**config.mk**
```make
export PLATFORM = sky130hd
export DESIGN_NAME = id_issue_controller_flat
export DESIGN_NICKNAME = d
export VERILOG_FILES = /design/src/rtl/id_issue_controller_if.sv /design/src/rtl/id_issue_controller.sv /design/src/flat_wrapper.sv
export SDC_FILE = /design/constraint.sdc
export NUM_CORES = 1
export LEC_CHECK = 0
export CORE_MARGIN = 3
export CORE_UTILIZATION = 50
export DETAILED_ROUTE_END_ITERATION = 10
export GPL_ROUTABILITY_DRIVEN = 0
export PLACE_DENSITY = 0.9
export SLEW_MARGIN = 0
export SYNTH_ARGS = -nofsm -noshare
export SYNTH_HDL_FRONTEND = slang
export SYNTH_SLANG_ARGS = --single-unit
export TNS_END_PERCENT = 10
```
**constraint.sdc**
```tcl
create_clock -name clk -period 3 [get_ports clk]
set_clock_uncertainty 0.2 [all_clocks]
set_input_delay 0.3 -clock clk [delete_from_list [all_inputs] [get_ports clk]]
set_output_delay 0.3 -clock clk [all_outputs]
set_load 0.05 [all_outputs]
```
**src/rtl/id_issue_controller_if.sv**
```systemverilog
// Purpose: handshake bundle between the IF stage, the decode controller and the EX stage.
// Ports: IF offer (if_valid/if_instr/if_pc -> if_ready), EX side (ex_ready/flush -> ex_valid/ex_instr/ex_pc/ex_fmt), stall.
// master = pipeline neighbours (IF/EX side driving the controller), slave = id_issue_controller.
interface id_issue_controller_if #(
  parameter int WIDTH = 32
);
  logic             if_valid;
  logic [31:0]      if_instr;
  logic [WIDTH-1:0] if_pc;
  logic             if_ready;
  logic             ex_ready;
  logic             flush;
  logic             ex_valid;
  logic [31:0]      ex_instr;
  logic [WIDTH-1:0] ex_pc;
  logic [2:0]       ex_fmt;
  logic             stall;

  modport master (
    output if_valid, if_instr, if_pc, ex_ready, flush,
    input  if_ready, ex_valid, ex_instr, ex_pc, ex_fmt, stall
  );

  modport slave (
    input  if_valid, if_instr, if_pc, ex_ready, flush,
    output if_ready, ex_valid, ex_instr, ex_pc, ex_fmt, stall
  );
endinterface

```
**src/rtl/id_issue_controller.sv**
```systemverilog
// Purpose: RISC-V decode-stage sequencer owning the IF/ID and ID/EX registers; classifies immediate format,
//          inserts one bubble on load-use, squashes both registers on flush.
// Latency: accepted at edge N, visible on ex_valid at edge N+1 at the earliest; 1 instr/cycle sustained.
// Backpressure: ex_ready=0 with EX valid freezes EX and ID and drops if_ready; nothing is lost.
// Ports: clk, rst (sync, active-high), bus (id_issue_controller_if.slave).
// Optional: define ID_ISSUE_PERF_EN to add perf_stall_cnt / perf_flush_cnt (WIDTH bits, wrapping).
module id_issue_controller #(
  parameter int WIDTH = 32
) (
  input  logic                   clk,
  input  logic                   rst,
  id_issue_controller_if.slave   bus
`ifdef ID_ISSUE_PERF_EN
  ,
  output logic [WIDTH-1:0]       perf_stall_cnt,
  output logic [WIDTH-1:0]       perf_flush_cnt
`endif
);

  localparam logic [2:0] FMT_R    = 3'd0;
  localparam logic [2:0] FMT_I    = 3'd1;
  localparam logic [2:0] FMT_S    = 3'd2;
  localparam logic [2:0] FMT_B    = 3'd3;
  localparam logic [2:0] FMT_U    = 3'd4;
  localparam logic [2:0] FMT_J    = 3'd5;
  localparam logic [2:0] FMT_NONE = 3'd7;

  localparam logic [6:0] OP_LOAD  = 7'b0000011;

  typedef enum logic {
    ID_EMPTY = 1'b0,
    ID_HELD  = 1'b1
  } id_state_e;

  function automatic logic [2:0] fmt_of(input logic [6:0] op);
    case (op)
      7'b0110011:                          fmt_of = FMT_R;
      7'b0010011, 7'b0000011, 7'b1100111:  fmt_of = FMT_I;
      7'b0100011:                          fmt_of = FMT_S;
      7'b1100011:                          fmt_of = FMT_B;
      7'b0110111, 7'b0010111:              fmt_of = FMT_U;
      7'b1101111:                          fmt_of = FMT_J;
      default:                             fmt_of = FMT_NONE;
    endcase
  endfunction

  id_state_e        id_state_q, id_state_d;
  logic [31:0]      id_instr_q, id_instr_d;
  logic [WIDTH-1:0] id_pc_q,    id_pc_d;
  logic             ex_valid_q, ex_valid_d;
  logic [31:0]      ex_instr_q, ex_instr_d;
  logic [WIDTH-1:0] ex_pc_q,    ex_pc_d;
  logic [2:0]       ex_fmt_q,   ex_fmt_d;

  logic       id_valid;
  logic       ex_en;
  logic [2:0] id_fmt;
  logic [4:0] ex_rd;
  logic       uses_rs1;
  logic       uses_rs2;
  logic       hazard;
  logic       advance;
  logic       if_ready;

  // Handshake and hazard detection
  always_comb begin
    id_valid = (id_state_q == ID_HELD);
    ex_en    = !ex_valid_q || bus.ex_ready;
    id_fmt   = fmt_of(id_instr_q[6:0]);
    ex_rd    = ex_instr_q[11:7];
    uses_rs1 = (id_fmt == FMT_R) || (id_fmt == FMT_I) || (id_fmt == FMT_S) || (id_fmt == FMT_B);
    uses_rs2 = (id_fmt == FMT_R) || (id_fmt == FMT_S) || (id_fmt == FMT_B);
    // Only a load still sitting in EX can produce a value ID needs too early; x0 is never a real dependency.
    hazard   = id_valid && ex_valid_q && (ex_instr_q[6:0] == OP_LOAD) && (ex_rd != 5'd0) &&
               ((uses_rs1 && (id_instr_q[19:15] == ex_rd)) || (uses_rs2 && (id_instr_q[24:20] == ex_rd)));
    advance  = id_valid && ex_en && !hazard;
    // Accepting while advancing keeps the pipe full at one instruction per cycle.
    if_ready = !bus.flush && (!id_valid || advance);
  end

  // Next-state for both pipeline registers; flush overrides everything except reset.
  always_comb begin
    id_state_d = id_state_q;
    id_instr_d = id_instr_q;
    id_pc_d    = id_pc_q;
    ex_valid_d = ex_valid_q;
    ex_instr_d = ex_instr_q;
    ex_pc_d    = ex_pc_q;
    ex_fmt_d   = ex_fmt_q;

    if (bus.flush) begin
      id_state_d = ID_EMPTY;
      ex_valid_d = 1'b0;
    end else begin
      if (ex_en) begin
        if (advance) begin
          ex_valid_d = 1'b1;
          ex_instr_d = id_instr_q;
          ex_pc_d    = id_pc_q;
          ex_fmt_d   = id_fmt;
        end else begin
          // Bubble: payload fields keep their last value, only validity drops.
          ex_valid_d = 1'b0;
        end
      end

      case (id_state_q)
        ID_EMPTY: begin
          if (bus.if_valid && if_ready) begin
            id_state_d = ID_HELD;
            id_instr_d = bus.if_instr;
            id_pc_d    = bus.if_pc;
          end
        end
        ID_HELD: begin
          if (bus.if_valid && if_ready) begin
            id_instr_d = bus.if_instr;
            id_pc_d    = bus.if_pc;
          end else if (advance) begin
            id_state_d = ID_EMPTY;
          end
        end
        default: id_state_d = ID_EMPTY;
      endcase
    end
  end

  always_ff @(posedge clk) begin
    if (rst) begin
      id_state_q <= ID_EMPTY;
      id_instr_q <= '0;
      id_pc_q    <= '0;
      ex_valid_q <= 1'b0;
      ex_instr_q <= '0;
      ex_pc_q    <= '0;
      ex_fmt_q   <= FMT_NONE;
    end else begin
      id_state_q <= id_state_d;
      id_instr_q <= id_instr_d;
      id_pc_q    <= id_pc_d;
      ex_valid_q <= ex_valid_d;
      ex_instr_q <= ex_instr_d;
      ex_pc_q    <= ex_pc_d;
      ex_fmt_q   <= ex_fmt_d;
    end
  end

  assign bus.if_ready = if_ready;
  assign bus.stall    = hazard;
  assign bus.ex_valid = ex_valid_q;
  assign bus.ex_instr = ex_instr_q;
  assign bus.ex_pc    = ex_pc_q;
  assign bus.ex_fmt   = ex_fmt_q;

`ifdef ID_ISSUE_PERF_EN
  logic [WIDTH-1:0] perf_stall_cnt_q, perf_stall_cnt_d;
  logic [WIDTH-1:0] perf_flush_cnt_q, perf_flush_cnt_d;

  // Counters wrap naturally at all-ones; they still count during flush cycles.
  always_comb begin
    perf_stall_cnt_d = perf_stall_cnt_q + WIDTH'(hazard);
    perf_flush_cnt_d = perf_flush_cnt_q + WIDTH'(bus.flush);
  end

  always_ff @(posedge clk) begin
    if (rst) begin
      perf_stall_cnt_q <= '0;
      perf_flush_cnt_q <= '0;
    end else begin
      perf_stall_cnt_q <= perf_stall_cnt_d;
      perf_flush_cnt_q <= perf_flush_cnt_d;
    end
  end

  assign perf_stall_cnt = perf_stall_cnt_q;
  assign perf_flush_cnt = perf_flush_cnt_q;
`endif

endmodule

```
**src/flat_wrapper.sv**
```systemverilog
// flat-port wrapper written by rule: the top's interface ports become plain ports
module id_issue_controller_flat 
#(
  parameter int WIDTH = 32
)
  (clk, rst, bus_if_valid, bus_if_instr, bus_if_pc, bus_ex_ready, bus_flush, bus_if_ready, bus_ex_valid, bus_ex_instr, bus_ex_pc, bus_ex_fmt, bus_stall);
  id_issue_controller_if #(.WIDTH(WIDTH)) bus_i ();
  input  logic clk;
  input  logic rst;
  input wire logic [$bits(bus_i.if_valid)-1:0] bus_if_valid;
  input wire logic [$bits(bus_i.if_instr)-1:0] bus_if_instr;
  input wire logic [$bits(bus_i.if_pc)-1:0] bus_if_pc;
  input wire logic [$bits(bus_i.ex_ready)-1:0] bus_ex_ready;
  input wire logic [$bits(bus_i.flush)-1:0] bus_flush;
  output wire logic [$bits(bus_i.if_ready)-1:0] bus_if_ready;
  output wire logic [$bits(bus_i.ex_valid)-1:0] bus_ex_valid;
  output wire logic [$bits(bus_i.ex_instr)-1:0] bus_ex_instr;
  output wire logic [$bits(bus_i.ex_pc)-1:0] bus_ex_pc;
  output wire logic [$bits(bus_i.ex_fmt)-1:0] bus_ex_fmt;
  output wire logic [$bits(bus_i.stall)-1:0] bus_stall;
  assign bus_i.if_valid = bus_if_valid;
  assign bus_i.if_instr = bus_if_instr;
  assign bus_i.if_pc = bus_if_pc;
  assign bus_i.ex_ready = bus_ex_ready;
  assign bus_i.flush = bus_flush;
  assign bus_if_ready = bus_i.if_ready;
  assign bus_ex_valid = bus_i.ex_valid;
  assign bus_ex_instr = bus_i.ex_instr;
  assign bus_ex_pc = bus_i.ex_pc;
  assign bus_ex_fmt = bus_i.ex_fmt;
  assign bus_stall = bus_i.stall;
  id_issue_controller #(.WIDTH(WIDTH)) u_core (.clk(clk), .rst(rst), .bus(bus_i));
endmodule
```
==> out/summary.txt <==
outcome: complete, no violations
clock network power: 2.35 mW
Cell Area, Placed: 7210 µm²
aoi share: 2.01%
fin nets: 743
n_diodes: 0
Util after Layout: 71.3%
worst hold slack: 0.247 ns
post-synth design cell area: 5790 µm²
area fraction in and, or, nand and nor cells: 23.8%
Avg Inst Size Synth: 10.6 µm²
Comb. pwr: 0.439 mW
Slew @ Worst Pin: 0.652 ns
final setup TNS: 0 ns
setup ws final: 0.139 ns
RSZ-0062 raised after global routing: false
Synth Instances: 548
CTS tree: done
met1 Use GR: 23.4%
DRC errors left: 0
routed len/inst: 14.9 µm
Synth-to-Final Area Change: 36.5%
H-Tree Level Count: 4
Core Box Area: 11100 µm²
share of power burned in registers: 40.1%
period utilization: 95.4%
Buffers on Ports: 138
max-cap violations: 0
die height: 114 µm
vias in the first global route: 4279
worst slack, placed: 0.426 ns
Synth cell types: 35
global-route wire length before repair: 19900 µm
Clk pwr share: 50.4%
Final Instance Area: 7900 µm²
# clock sinks: 133
drt first-iter violations: 245
multiplexer area fraction after synthesis: 22.6%
Comb pwr share: 9.4%
dpl cells: 794
top-count cell post-synth: nand2b_1
sequential area share after synthesis: 46.0%
TritonCTS buffer count: 17
Lkg Pwr: 3.39 nW
GR Overflow Total: 0
vias per cell: 5.02
Nets at Floorplan: 617
Insertion Delay late pin: 0.40 ns
initial antenna violation count: 0
drt pass-1 iters: 5
area leader, netlist: dfxtp_1
MI comb area: 2920 µm²
Final setup viols: 0
RR Startpoint: u_core.id_state_q
Max-area cell share: 46.0%
PwrDens: 590 nW/µm²
crit end category: primary output
count of library flops with an enable pin: 0
Cell Int Power: 3.68 mW
Crit. Startpoint: u_core.bus.ex_instr[9]
Sw Share: 21.1%
row count: 38
fin crit period: 2.86 ns
chip area: 12900 µm²
CP arrival: 2.36 ns
biggest area cells: dfxtp_1, mux2i_1, nand2b_1
HP Start: rst
Die X: 114 µm
Clk pin slew, worst setup/hold paths: 0.06 ns
Starting Density: 52.3%
ratio of cells with drive above 1 in the final layout: 6.70%
fill count: 806
Synthesis Warnings: 0
comb area leader: simple AND/OR/NAND/NOR gates
==> worst max-delay path, cell delays in order (launching register included) <==
cell and delay [ns]:
dfxtp_1 0.37, or4_1 0.51, nor2_1 0.15, or4_4 0.20, a21oi_4 0.04, a21o_1 0.21
a21oi_1 0.29, buf_12 0.18
==> layout make-up <==
class | count | area share (%)
clock buffer | 20 | 5.78
tap | 140 | 2.22
inverter | 1 | 0.0475
multi-input combinational | 378 | 36.9
clock inverter | 12 | 2.85
timing repair buffer | 143 | 18.5
sequential | 133 | 33.7
==> per-layer routing <==
metal,vias to the layer above,routed length [µm]
met1,1951,5310
met2,111,6150
met3,18,587
met5,-,0
li1,2070,-
met4,0,248
==> registers in the layout (all words and copies together) (netlist names) <==
register,flops
u_core.bus.ex_instr,32
u_core.bus.ex_pc,32
u_core.id_instr_q,32
u_core.id_pc_q,32
u_core.bus.ex_fmt,3
u_core.bus.ex_valid,1
u_core.id_state_q,1
==> cell usage in the layout (no fill, tap or decap), types with 2 or more instances in the layout <==
cell and instances:
nand2b_1 193, clkdlybuf4s50_1 135, dfxtp_1 133, mux2i_1 131, clkbuf_16 17, nor2_1 7, xor2_1 6, bufinv_16 6
nand2_1 4, xnor2_1 4, nor3_1 4, buf_4 4, buf_12 4, o21ai_0 3, clkinvlp_4 3, nand3b_1 2
a21oi_1 2, nor2b_1 2, clkbuf_8 2, clkinv_4 2
==> path summary, 6_finish.rpt <==
check / end / slack [ns] / cells after the start
setup reg to reg: u_core.bus.ex_pc[13] / 0.39 / 6
hold reg to reg: u_core.bus.ex_pc[29] / 0.27 / 2
setup / recovery: bus_if_ready / 0.14 / 7
hold / removal: u_core.bus.ex_fmt[1] / 0.25 / 3
==> timing repair <==
item	in CTS	in global routing
hold buffers	0	0
gates resized	0	1
buffers inserted	0	1
endpoints found under the setup margin	0	1
Signal wires on met2:
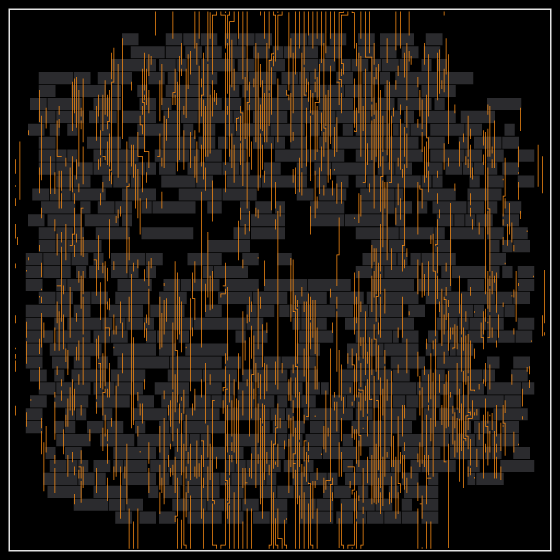
The layer holds 50% of the routed length. 664 nets have wire on it.
drt total wl: 12300 µm
grt met2 use: 32.0%
routed vias: 4150

Signal wires on met4:
Supply wires on this layer in gray.
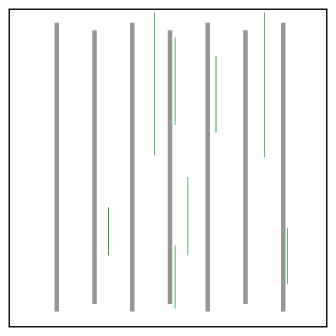
The longest straight run is 51.7 µm. The layer holds 2.0% of the routed length. The layer carries 248 µm of wire. 6 nets have wire on it. The wires run mostly vertical.

The metal 3 layer:
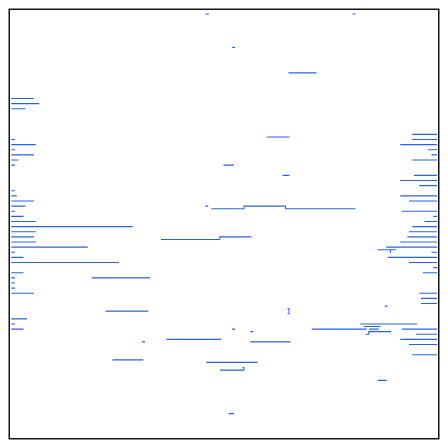
The longest straight run is 32.0 µm. The wires run mostly horizontal. 81 nets have wire on it. The layer carries 588 µm of wire.
met3 usage: 4.35%

Power is estimated from default activity; no workload was simulated.
